Fig. 1: run 1, wiring heat map
(3 px per um) The die is cut into 24 by 24 equal tiles; dark purple is low, yellow is high, scaled to the fullest tile. Values are wire area over tile area, all layers added.
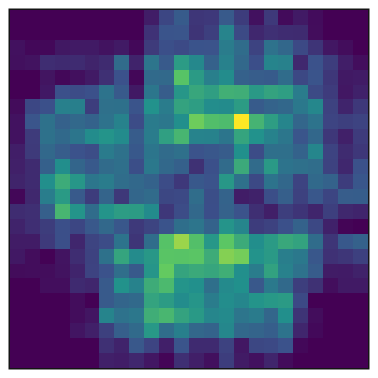
Fig. 2: run 1, sizing map
(2 px per um)
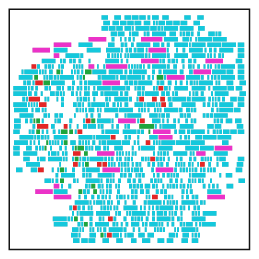
Fig. 3: run 1, clock routing
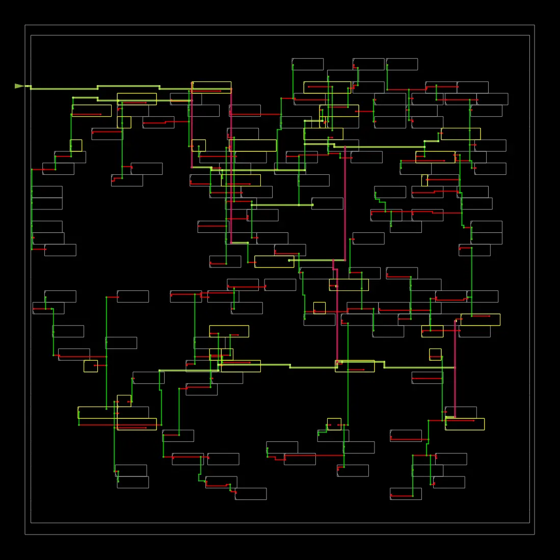
Fig. 4: run 1, metal 3
(3 px per um)
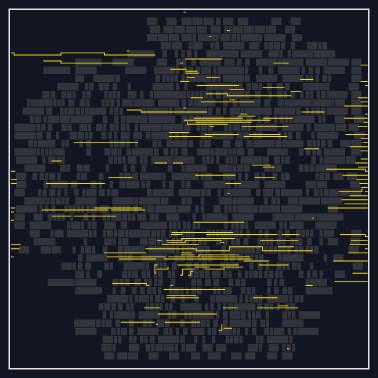
## src/rtl/hex_disp_sched.sv

```systemverilog
// Time-shared hex decoder scan for eight 7-seg digits, with scroll/blink/leading-zero blanking.
// Latency: a digit refreshes every 8 cycles; no backpressure, enable=0 freezes all state.
module hex_disp_sched #(
  parameter int TICK_DIV = 50000000,
  parameter int CNT_W    = 26
) (
  input  logic        clk,
  input  logic        rst_n,
  input  logic        enable,
  input  logic        load,
  input  logic [31:0] data_in,
  input  logic [1:0]  mode,
  input  logic        blank_lz,
  output logic [3:0]  dec_nib,
  input  logic [6:0]  dec_seg,
  output logic [55:0] hex_out,
  output logic        tick,
  output logic        frame_done
);

  localparam logic [1:0] MODE_STATIC = 2'b00;
  localparam logic [1:0] MODE_LEFT   = 2'b01;
  localparam logic [1:0] MODE_RIGHT  = 2'b10;
  localparam logic [1:0] MODE_BLINK  = 2'b11;
  localparam logic [CNT_W-1:0] TICK_LAST = CNT_W'(TICK_DIV - 1);

  logic [31:0]      disp;
  logic [2:0]       ptr;
  logic [CNT_W-1:0] tick_cnt;
  logic             blink_ph;
  logic [7:0]       upper_zero;
  logic             wrap;
  logic             blank_cur;

  // upper_zero[k]: nibbles k..7 of the working value are all zero
  always_comb begin
    upper_zero = '0;
    for (int k = 0; k < 8; k++) begin
      upper_zero[k] = ((disp >> (4 * k)) == 32'd0);
    end
  end

  assign dec_nib   = disp[{ptr, 2'b00} +: 4];
  assign wrap      = enable && (tick_cnt == TICK_LAST);
  assign blank_cur = ((mode == MODE_BLINK) && blink_ph) ||
                     (blank_lz && (ptr != 3'd0) && upper_zero[ptr]);

  always_ff @(posedge clk) begin
    if (!rst_n) begin
      disp       <= '0;
      ptr        <= '0;
      tick_cnt   <= '0;
      blink_ph   <= 1'b0;
      hex_out    <= '1;
      tick       <= 1'b0;
      frame_done <= 1'b0;
    end else begin
      tick       <= wrap;
      frame_done <= enable && (ptr == 3'd7);
      if (enable) begin
        hex_out[int'(ptr) * 7 +: 7] <= blank_cur ? 7'h7F : dec_seg;
        ptr      <= ptr + 3'd1;
        tick_cnt <= wrap ? '0 : tick_cnt + CNT_W'(1);
      end
      // a load wins over a coincident tick: the pulse still fires but the step is dropped
      if (load) begin
        disp     <= data_in;
        tick_cnt <= '0;
        blink_ph <= 1'b0;
      end else if (wrap) begin
        case (mode)
          MODE_LEFT:  disp     <= {disp[27:0], disp[31:28]};
          MODE_RIGHT: disp     <= {disp[3:0], disp[31:4]};
          MODE_BLINK: blink_ph <= ~blink_ph;
          MODE_STATIC: ;
          default: ;
        endcase
      end
      if (mode != MODE_BLINK) blink_ph <= 1'b0;
    end
  end

endmodule

```

## config.mk

```make
export PLATFORM = sky130hd
export DESIGN_NAME = hex_disp_sched
export DESIGN_NICKNAME = d
export VERILOG_FILES = /design/src/rtl/hex_disp_sched.sv
export SDC_FILE = /design/constraint.sdc
export NUM_CORES = 1
export LEC_CHECK = 0
export ABC_AREA = 1
export CAP_MARGIN = 20
export CORE_UTILIZATION = 45
export DETAILED_ROUTE_END_ITERATION = 10
export PLACE_DENSITY = 0.81
export SETUP_SLACK_MARGIN = 0.3
export SYNTH_ARGS = -nofsm -noshare
export SYNTH_HDL_FRONTEND = slang
export SYNTH_SLANG_ARGS = --single-unit
```

## constraint.sdc

```tcl
create_clock -name clk -period 2.9 [get_ports clk]
set_clock_uncertainty 0.15 [all_clocks]
set_input_delay 0.29 -clock clk [delete_from_list [all_inputs] [get_ports clk]]
set_output_delay 0.29 -clock clk [all_outputs]
set_load 0.01 [all_outputs]
```

==> out/results.md, run 1 <==
| Step | Result | Reported |
|---|---|---|
| grt | Met2 usage in global routing | 38.95% |
| drt | First-pass iteration count of the detailed router | 5 |
| placed design | Number of input and output port buffers inserted | 107 |
| placed design | Instance area after placement | 7367 sq um |
| power and ir drop | IR drop worst, VDD | 0.3989 mV |
| finish | Finished Core Util | 59.94% |
| status | Run status | completed |
| power and ir drop | Proportion of total power due to net switching | 27.34% |
| power and ir drop | Total internal power | 0.003290 W |
| setup path | Worst path max stage delay | 0.68 ns |
| setup path | Count of buffering cells on the critical path with inverters included | 4 |
| final timing | Hold violation total from the final report | 0 |
| drt | Mean routed wirelength per cell | 14.36 um |
| job | Max Cap Violations | 0 |
| final timing | Part of the cycle the worst path needs | 83.79% |
| finish | Signed area change from the synthesized netlist to the final layout | 29.07% |
| power and ir drop | Clock network fraction of total power | 46.2% |
| synthesis | Synthesized area per cell | 6.701 sq um |
| clock tree | H-tree depth | 4 |
| floorplan | Horizontal die dimension | 119.4 um |
| floorplan | Num ports | 108 |
| power and ir drop | Reported net switching power | 0.001238 W |
| grt | Met1 routing resource usage after global routing | 33.27% |
| drt | Number of design-rule violations left by the first detailed-router iteration | 654 |
| final timing | Headroom to the max-slew limit | 60.79% |
| setup path | Worst endpoint required time | 3.06 ns |
| synthesis | Syn Std Cell Area | 6198 sq um |
| synthesis | Flops out of synthesis | 120 |
| grt | Vias in the first global route | 5875 |
| drt | Met2 wire length | 7950 um |
| floorplan | Placeable Area | 13350 sq um |
| clock tree | Clock slew at the register clock pins of the worst setup and hold paths | 0.06 ns |
| placed design | Placer's final routability congestion estimate | 0.9640 |
| setup path | Worst Path Class, Setup | reg2reg |
| final timing | Transition time at the pin with the least slew margin | 0.5881 ns |
| final timing | Pins over their slew limit | 0 |
| power and ir drop | Power per Cell Area | 566.0 nW/um^2 |
| synthesis | Post-Syn Instances | 925 |
| final timing | Highest clock rate | 0.4115 GHz |
| power and ir drop | Sequential group share of total power | 39.6% |
| final timing | RSZ-0062 raised after global routing | false |
Notes on Fig. 1 above:
nearly empty tiles	14%
fullest tile	0.77
emptiest ninth of the die	south-west
tiles over half the peak	14%
densest ninth of the die	south

Notes on Fig. 2 above:
size	color	cells	most used
x3 and x4	red	27	buf_4
x1 and smaller	cyan	953	nand2_1
x6 and larger	magenta	25	clkbuf_16
x2	green	30	nor2_2

Notes on Fig. 3 above:
clock buffer count in the final layout: 20
flop count: 120
later-pin clock latency in the skew report: 0.42 ns
Num CTS Buffers: 17
clk pwr: 0.00209 W

Notes on Fig. 4 above:
main direction	horizontal
wire length on this layer	1300 um
share of all routed wire	7.5%
nets with wire on the layer	111
longest straight run	29.0 um

[run 1: worst register-to-register path, cell delays in order, from the launching register on]
cell                       delay, ns
sky130_fd_sc_hd__dfxtp_1        0.32
sky130_fd_sc_hd__inv_1          0.17
sky130_fd_sc_hd__ha_1           0.68
sky130_fd_sc_hd__clkinv_1       0.13
sky130_fd_sc_hd__buf_4          0.21
sky130_fd_sc_hd__nand4_1        0.30
sky130_fd_sc_hd__inv_1          0.19
sky130_fd_sc_hd__nand2_1        0.11
sky130_fd_sc_hd__nand2_1        0.06
[run 1: synth_stat cells (all sizes together) (6+ instances only)]
| master | instances | area share (%) |
|---|---|---|
| nor3 | 24 | 2.5 |
| inv | 84 | 5.2 |
| nand4 | 40 | 4.0 |
| dfxtp | 120 | 39 |
| a21oi | 97 | 7.8 |
| ha | 8 | 1.6 |
| a31oi | 6 | 0.61 |
| nand3 | 39 | 3.3 |
| nand2 | 188 | 12 |
| nor2 | 144 | 9.3 |
| buf | 15 | 1.8 |
| o21ai | 109 | 8.8 |
| xor2 | 7 | 0.99 |
| clkbuf | 29 | 1.8 |
[run 1: power groups by stage]
stage	Sequential, W	Clock [W]	Combinational, W
finish	0.00179	0.00209	0.000645
global placement	0.00182	0	0.000620
detailed placement	0.00182	0	0.000628
CTS	0.00179	0.00211	0.000635
floorplan	0.00182	0	0.000366
global route	0.00180	0.00221	0.000714
[run 1: sequential cells by signal (all words and copies together) (netlist names)]
name	count
blink_ph	1
disp	32
frame_done	1
hex_out	56
ptr	3
tick	1
tick_cnt	26
[run 1: logic make-up (layout without fill, tap and decap cells)]
family / after synthesis / after routing / synth area share [%]
and+or+nand+nor: 440 / 440 / 31.51
buffers and inverters: 130 / 240 / 8.882
DFF: 120 / 120 / 38.76
xor gates and xnor gates: 8 / 8 / 1.130
AOI/OAI and AO/OA: 219 / 219 / 18.11
adders and majority gates: 8 / 8 / 1.615
[run 1: area by class of cell]
class                      instances  area [sq um]
tap                              176         220.2
clock buffer                      20         446.7
fill                            1246          5348
clock inverter                    12         141.4
multi-input combinational        675          3246
inverter                          86         327.8
timing repair buffer             122          1215
sequential                       120          2404
[run 1: final timing paths]
path | from | end | slack [ns]
worst max-delay path | ptr[1] | hex_out[2] | 0.47
worst max register to register | ptr[1] | hex_out[2] | 0.47
worst min register to register | hex_out[14] | hex_out[14] | 0.32
worst min-delay path | load | disp[25] | 0.31
[run 1: timing repair]
item / 4_1_cts / 5_1_grt
resized: 5 / 4
setup endpoints to repair: 4 / 3
gates cloned: 0 / 1
[run 1: metrics by stage]
step / hold WS, ns / setup slack [ns] / power [W]
3_5_place_dp: 0.3038 / 0.3969 / 0.002448
2_1_floorplan: 0.2757 / 0.4508 / 0.002186
5_1_grt: 0.3461 / 0.2984 / 0.004723
3_3_place_gp: 0.3010 / 0.4571 / 0.002440
6_report: 0.3085 / 0.4700 / 0.004528
4_1_cts: 0.3015 / 0.2956 / 0.004536
## Run 2: what changed since run 1
==> constraint.sdc (replaced) <==
create_clock -name clk -period 2.3 [get_ports clk]
set_clock_uncertainty 0.15 [all_clocks]
set_input_delay 0.23 -clock clk [delete_from_list [all_inputs] [get_ports clk]]
set_output_delay 0.23 -clock clk [all_outputs]
set_load 0.01 [all_outputs]
Fig. 5: run 2, wiring heat map
(3 px per um) The die is cut into 24 by 24 equal tiles; dark purple is low, yellow is high, scaled to the fullest tile. Values are wire area over tile area, all layers added.
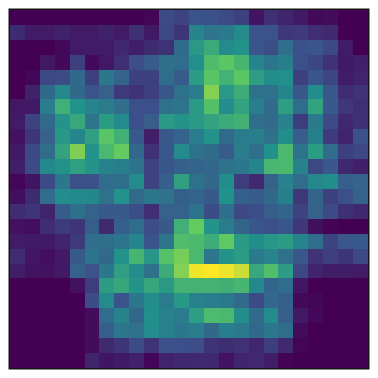
tiles over half the peak	16%
mean over tiles	0.21
emptiest ninth of the die	south-west
total track usage: 25.25%
mean routed wirelength per cell: 14.74 um
wire length after detailed routing: 18230 um
overall via count from detail_route: 6727

Fig. 6: run 2, cells colored by class
(4 px per um)
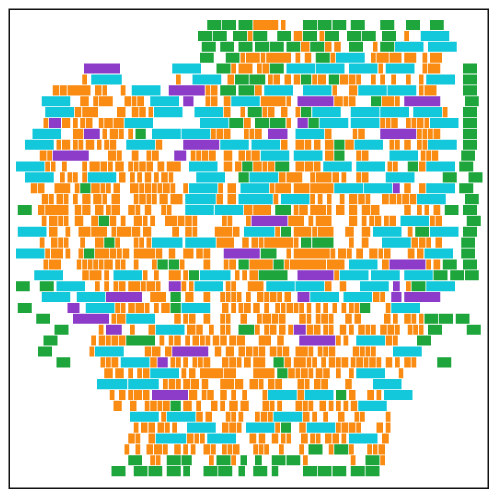
class	color	cells	share of their area
remaining buffers and delay cells	green	148	17%
registers	cyan	120	29%
remaining logic cells	orange	761	47%
clock drivers and dummy loads	purple	32	6.7%

==> run 2 against run 1 <==
  * Register-to-register slack got worse by 0.16 ns
  * Hold slack worse by 0.096 ns
  * Final area increased by 5.6%
  * Critical endpoint is now dec_nib[0]
  * Clock power rose by 19%
  * Synthesized area is the same
  * Critical path depth shrank 2
  * First-iteration DRC count is 13% lower
  * Synthesized cell count unchanged
  * Largest power group unchanged
  * Global-route usage increased by 0.16 points
  * Worst setup slack got worse by 0.23 ns
  * Non-clock buffer count is 26 higher
==> out/results.md, run 2 <==
| Step | Result | Reported |
|---|---|---|
| clock tree | Clock slew at the register clock pins of the worst setup and hold paths | 0.06 ns |
| floorplan | Horizontal die dimension | 119.4 um |
| setup path | Worst reg2reg endpoint | hex_out[26] |
| final timing | Highest clock rate | 0.4850 GHz |
| final timing | Part of the cycle the worst path needs | 89.65% |
| synthesis | Synthesized area per cell | 6.701 sq um |
| clock tree | H-tree depth | 4 |
| min path | Worst hold path endpoint | disp[20] |
| job | Max Cap Violations | 0 |
| placed design | Number of input and output port buffers inserted | 107 |
| floorplan | Placeable Area | 13350 sq um |
| setup path | Worst path max stage delay | 0.39 ns |
| synthesis | Main area contributors | sky130_fd_sc_hd__dfxtp_1, sky130_fd_sc_hd__nand2_1, sky130_fd_sc_hd__o21ai_0 |
| synthesis | Cell type with the highest aggregate area in the netlist | sky130_fd_sc_hd__dfxtp_1 |
| clock tree | Num CTS Buffers | 17 |
| synthesis | Post-Syn Instances | 925 |
| clock tree | Later-pin clock latency in the skew report | 0.42 ns |
| status | Run status | completed |
| finish | Finished Core Util | 63.30% |
| finish | Number of flip-flops in the largest register | 56 |
| setup path | Minimum setup slack among reg-to-reg paths | 0.31 ns |
Fig. 7: run 2, clock routing
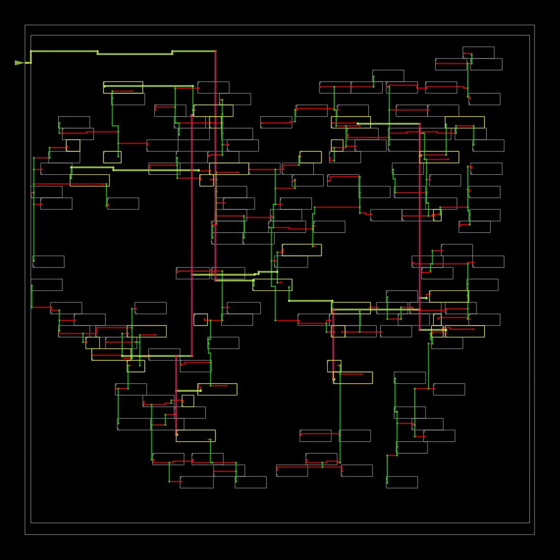
clock buffer count in the final layout: 18
number of sinks driven by the clock tree: 120
clk pwr: 0.00248 W

[run 2: cell counts after synthesis]
No cell type changed its count.
[run 2: worst reg2reg max path, delay by kind of cell (launching register included)]
family                     cells  cell delay, ns
buffers and inverters          4            0.65
and+or+nand+nor                2            0.30
DFF                            1            0.39
adders and majority gates      1            0.19
AOI/OAI and AO/OA              1            0.20
[run 2: cell families after synthesis]
group,Yosys count,share of synthesized area [%]
adder cells (fa/ha/maj),8,1.615
buffers and inverters,130,8.882
XOR/XNOR,8,1.130
AND-OR/OR-AND,219,18.11
AND/OR/NAND/NOR,440,31.51
flip-flops,120,38.76
[run 2: power by group]
| group | leakage, nW | internal (W) | switching (W) | total [W] |
|---|---|---|---|---|
| clock network | 0.264 | 0.00143 | 0.00105 | 0.00248 |
| registers | 0.985 | 0.00217 | 0.0000836 | 0.00226 |
| logic | 2.03 | 0.000403 | 0.000541 | 0.000944 |
[run 2: worst max path at each step]
stage               slack, ns      endpoint   start  depth (start not counted)
finish                   0.24    dec_nib[0]  ptr[0]                          6
floorplan                0.30   hex_out[28]  ptr[0]                         10
detailed placement       0.07  tick_cnt[19]  enable                         10
global route             0.17    dec_nib[0]  ptr[0]                          6
global placement         0.14  tick_cnt[19]  enable                         10
CTS                      0.21    dec_nib[3]  ptr[0]                          7
[run 2: what timing repair did]
item / 4_1_cts / 5_1_grt
hold endpoints to repair: 0 / 0
hold buffers: 0 / 0
setup endpoints to repair: 50 / 72
pin swaps: 1 / 13
setup buffers: 1 / 14
gates cloned: 0 / 0
gates resized: 27 / 56
[run 2: cell type report]
type / count / area [sq um]
fillers: 1179 / 4898
well taps: 176 / 220.2
repair buffers: 148 / 1413
flip-flops and latches: 120 / 2417
clock buffers: 18 / 439.2
clock inverters: 14 / 115.1
multi-input cells: 675 / 3502
inverters: 86 / 342.8
[run 2: through the flow]
| stage | instance area [sq um] | setup slack (ns) | cells |
|---|---|---|---|
| final | 8449 | 0.2379 | 1237 |
| after global routing | 8449 | 0.1715 | 1237 |
| after CTS | 8177 | 0.2133 | 1223 |
| after detailed placement | 7599 | 0.07074 | 1190 |
| after global placement | 7599 | 0.1421 | 1190 |
| after floorplan | 6344 | 0.3011 | 925 |
[run 2: per-layer routing]
metal	wire, um	up-vias	track usage (%)
met5	0	-	0
met4	426	0	8.750
met3	1403	36	6.082
met2	8479	277	40.15
met1	7924	3092	33.33
li1	-	3322	-
## Run 3: what changed since run 2
==> constraint.sdc (replaced) <==
create_clock -name clk -period 2.15 [get_ports clk]
set_clock_uncertainty 0.15 [all_clocks]
set_input_delay 0.215 -clock clk [delete_from_list [all_inputs] [get_ports clk]]
set_output_delay 0.215 -clock clk [all_outputs]
set_load 0.01 [all_outputs]
Fig. 8: run 3, cells colored by class
(4 px per um)
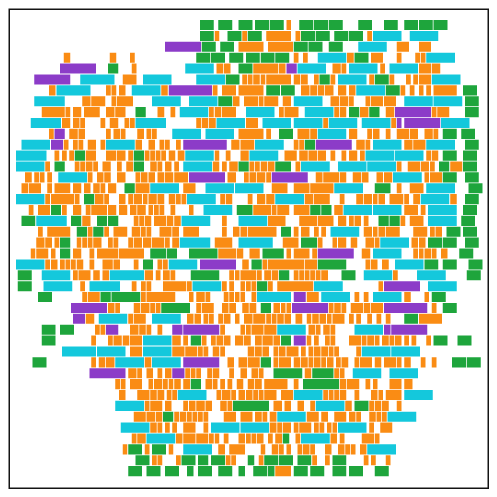
class	color	cells	share of their area
remaining buffers and delay cells	green	162	18%
clock drivers and dummy loads	purple	31	6.8%
remaining logic cells	orange	764	48%
registers	cyan	120	27%

Fig. 9: run 3, metal 3
(3 px per um)
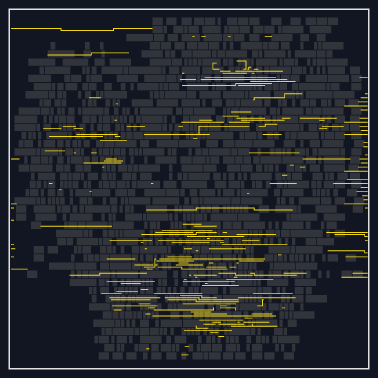
nets with wire on the layer	146
main direction	horizontal
wire length on this layer	1610 um
longest straight run	40.9 um
share of all routed wire	8.1%
wire length after detailed routing: 19790 um
grt met3 use: 5.220%
overall via count from detail_route: 7002

==> run 3 against run 2 <==
  * Worst setup slack lost 0.21 ns
  * Sequential share of layout area is 1.8 points lower
  * Final area rose by 7.6%
  * Hold slack worse by 0.11 ns
  * Die size is the same
  * Non-clock buffer count grew 14
  * Combinational power rose by about 20%
  * Register-to-register slack got worse by 0.21 ns
  * Count of clock-buffer cells in the layout unchanged
  * Critical path type unchanged
  * Critical endpoint unchanged
  * Largest power group unchanged
==> out/results.md, run 3 <==
| Step | Result | Reported |
|---|---|---|
| status | Run status | completed |
| power and ir drop | Proportion of total power due to net switching | 28.14% |
| final timing | Pins over their slew limit | 0 |
| placed design | Placer's final routability congestion estimate | 0.9619 |
| drt | Number of design-rule violations left by the first detailed-router iteration | 669 |
| power and ir drop | IR drop worst, VDD | 0.8467 mV |
| power and ir drop | Reported net switching power | 0.001808 W |
| final timing | RSZ-0062 raised after global routing | true |
| grt | Vias in the first global route | 6439 |
| clock tree | H-tree depth | 4 |
| placed design | Worst setup timing slack at the placement stage | 0.01157 ns |
| final timing | Highest clock rate | 0.4723 GHz |
| power and ir drop | Sequential group share of total power | 37.8% |
| final timing | Min Hold Slack | 0.1064 ns |
| finish | Non-filler cells, final | 1253 |
| finish | Largest registers in the final layout | hex_out (56), disp (32), tick_cnt (26) |
| grt | Total track usage | 26.28% |
| placed design | Number of input and output port buffers inserted | 107 |
| finish | Number of flip-flops in the largest register | 56 |
| job | Max Cap Violations | 0 |
| final timing | Headroom to the max-slew limit | 62.92% |
| final timing | Hold violation total from the final report | 0 |
| setup path | Worst endpoint required time | 1.78 ns |
| synthesis | Post-Syn Instances | 925 |
| floorplan | Num ports | 108 |
| drt | First-pass iteration count of the detailed router | 5 |
| floorplan | Horizontal die dimension | 119.4 um |
| floorplan | Placeable Area | 13350 sq um |
| power and ir drop | Relative contribution of combinational cells to total power | 17.2% |
| finish | Signed area change from the synthesized netlist to the final layout | 46.61% |
| synthesis | Synthesized area per cell | 6.701 sq um |
| synthesis | Area share of the leading cell type in the synthesized netlist | 38.76% |
| power and ir drop | Total Power Consumption | 0.006425 W |
| clock tree | Hold-fix buffer count after cts | 0 |
| clock tree | Num CTS Buffers | 17 |
| synthesis | Most frequent cells after synthesis | sky130_fd_sc_hd__nand2_1, sky130_fd_sc_hd__nor2_1, sky130_fd_sc_hd__dfxtp_1 |
| final timing | Part of the cycle the worst path needs | 98.47% |
| setup path | Worst Path Class, Setup | reg2out |
| power and ir drop | Power per Cell Area | 707.0 nW/um^2 |
Fig. 10: run 3, wiring heat map
(3 px per um) The die is cut into 24 by 24 equal tiles; dark purple is low, yellow is high, scaled to the fullest tile. Values are wire area over tile area, all layers added.
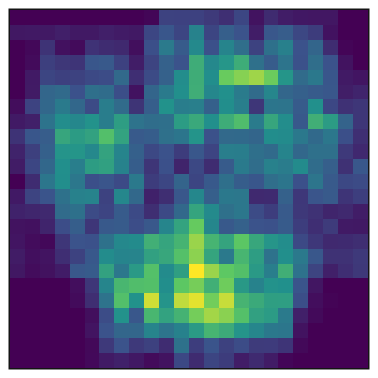
tiles over half the peak	17%
emptiest ninth of the die	south-west
fullest tile	0.81
mean over tiles	0.23
densest ninth of the die	south

[run 3: cell counts after synthesis]
No cell type changed its count.
[run 3: what timing repair did]
item / CTS / global route
gates resized: 67 / 127
setup buffers: 12 / 9
pin swaps: 24 / 50
gates cloned: 1 / 5
setup endpoints to repair: 72 / 107
[run 3: kinds of logic (layout without fill, tap and decap cells)]
group / Yosys count / after routing / share of synthesized area (%)
flip-flops: 120 / 120 / 38.76
adder cells (fa/ha/maj): 8 / 8 / 1.615
buffers and inverters: 130 / 282 / 8.882
XOR/XNOR: 8 / 8 / 1.130
AND/OR/NAND/NOR: 440 / 440 / 31.51
AND-OR/OR-AND: 219 / 219 / 18.11
[run 3: power groups by stage]
| stage | sequential (W) | clock, W | combinational (W) |
|---|---|---|---|
| 2_1_floorplan | 0.00246 | 0 | 0.000553 |
| 3_3_place_gp | 0.00245 | 0 | 0.000920 |
| 3_5_place_dp | 0.00245 | 0 | 0.000933 |
| 4_1_cts | 0.00241 | 0.00292 | 0.000985 |
| 5_1_grt | 0.00244 | 0.00302 | 0.00120 |
| 6_report | 0.00243 | 0.00289 | 0.00111 |
[run 3: metal layers]
layer / global-route usage [%] / vias to the layer above / routed length, um
met2: 42.99 / 346 / 9607
met5: 0 / - / 0
li1: - / 3372 / -
met4: 11.80 / 0 / 638
met3: 5.220 / 69 / 1610
met1: 33.34 / 3215 / 7936
[run 3: worst max-delay path: stages, from the launching register on]
cell                         delay, ns
sky130_fd_sc_hd__dfxtp_4          0.39
sky130_fd_sc_hd__clkinvlp_4       0.16
sky130_fd_sc_hd__buf_4            0.16
sky130_fd_sc_hd__a221oi_1         0.39
sky130_fd_sc_hd__a31oi_1          0.07
sky130_fd_sc_hd__buf_2            0.16
[run 3: worst max path at each step]
stage	endpoint	cells past startpoint	slack [ns]
3_5_place_dp	tick_cnt[19]	10	0.01
3_3_place_gp	tick_cnt[19]	10	0.05
5_1_grt	dec_nib[0]	5	-0.06
6_report	dec_nib[0]	5	0.03
2_1_floorplan	hex_out[28]	10	0.15
4_1_cts	hex_out[51]	11	0.15
[run 3: layout make-up]
type	instances	area (sq um)	share of cell area (%)
inverter	86	361.6	3.979
multi-input combinational	675	3837	42.23
timing repair buffer	162	1603	17.64
tap	176	220.2	2.423
sequential	120	2434	26.78
clock inverter	13	170.2	1.873
clock buffer	18	429.2	4.723
timing repair inverter	3	32.53	0.3580
[run 3: through the flow]
step	util [%]	area [sq um]
3_5_place_dp	57.81	7716
6_report	68.08	9087
4_1_cts	64.50	8610
3_3_place_gp	57.81	7716
2_1_floorplan	-	6389
5_1_grt	68.08	9087
Power figures rest on the tool's default switching activity, not on a simulated workload.
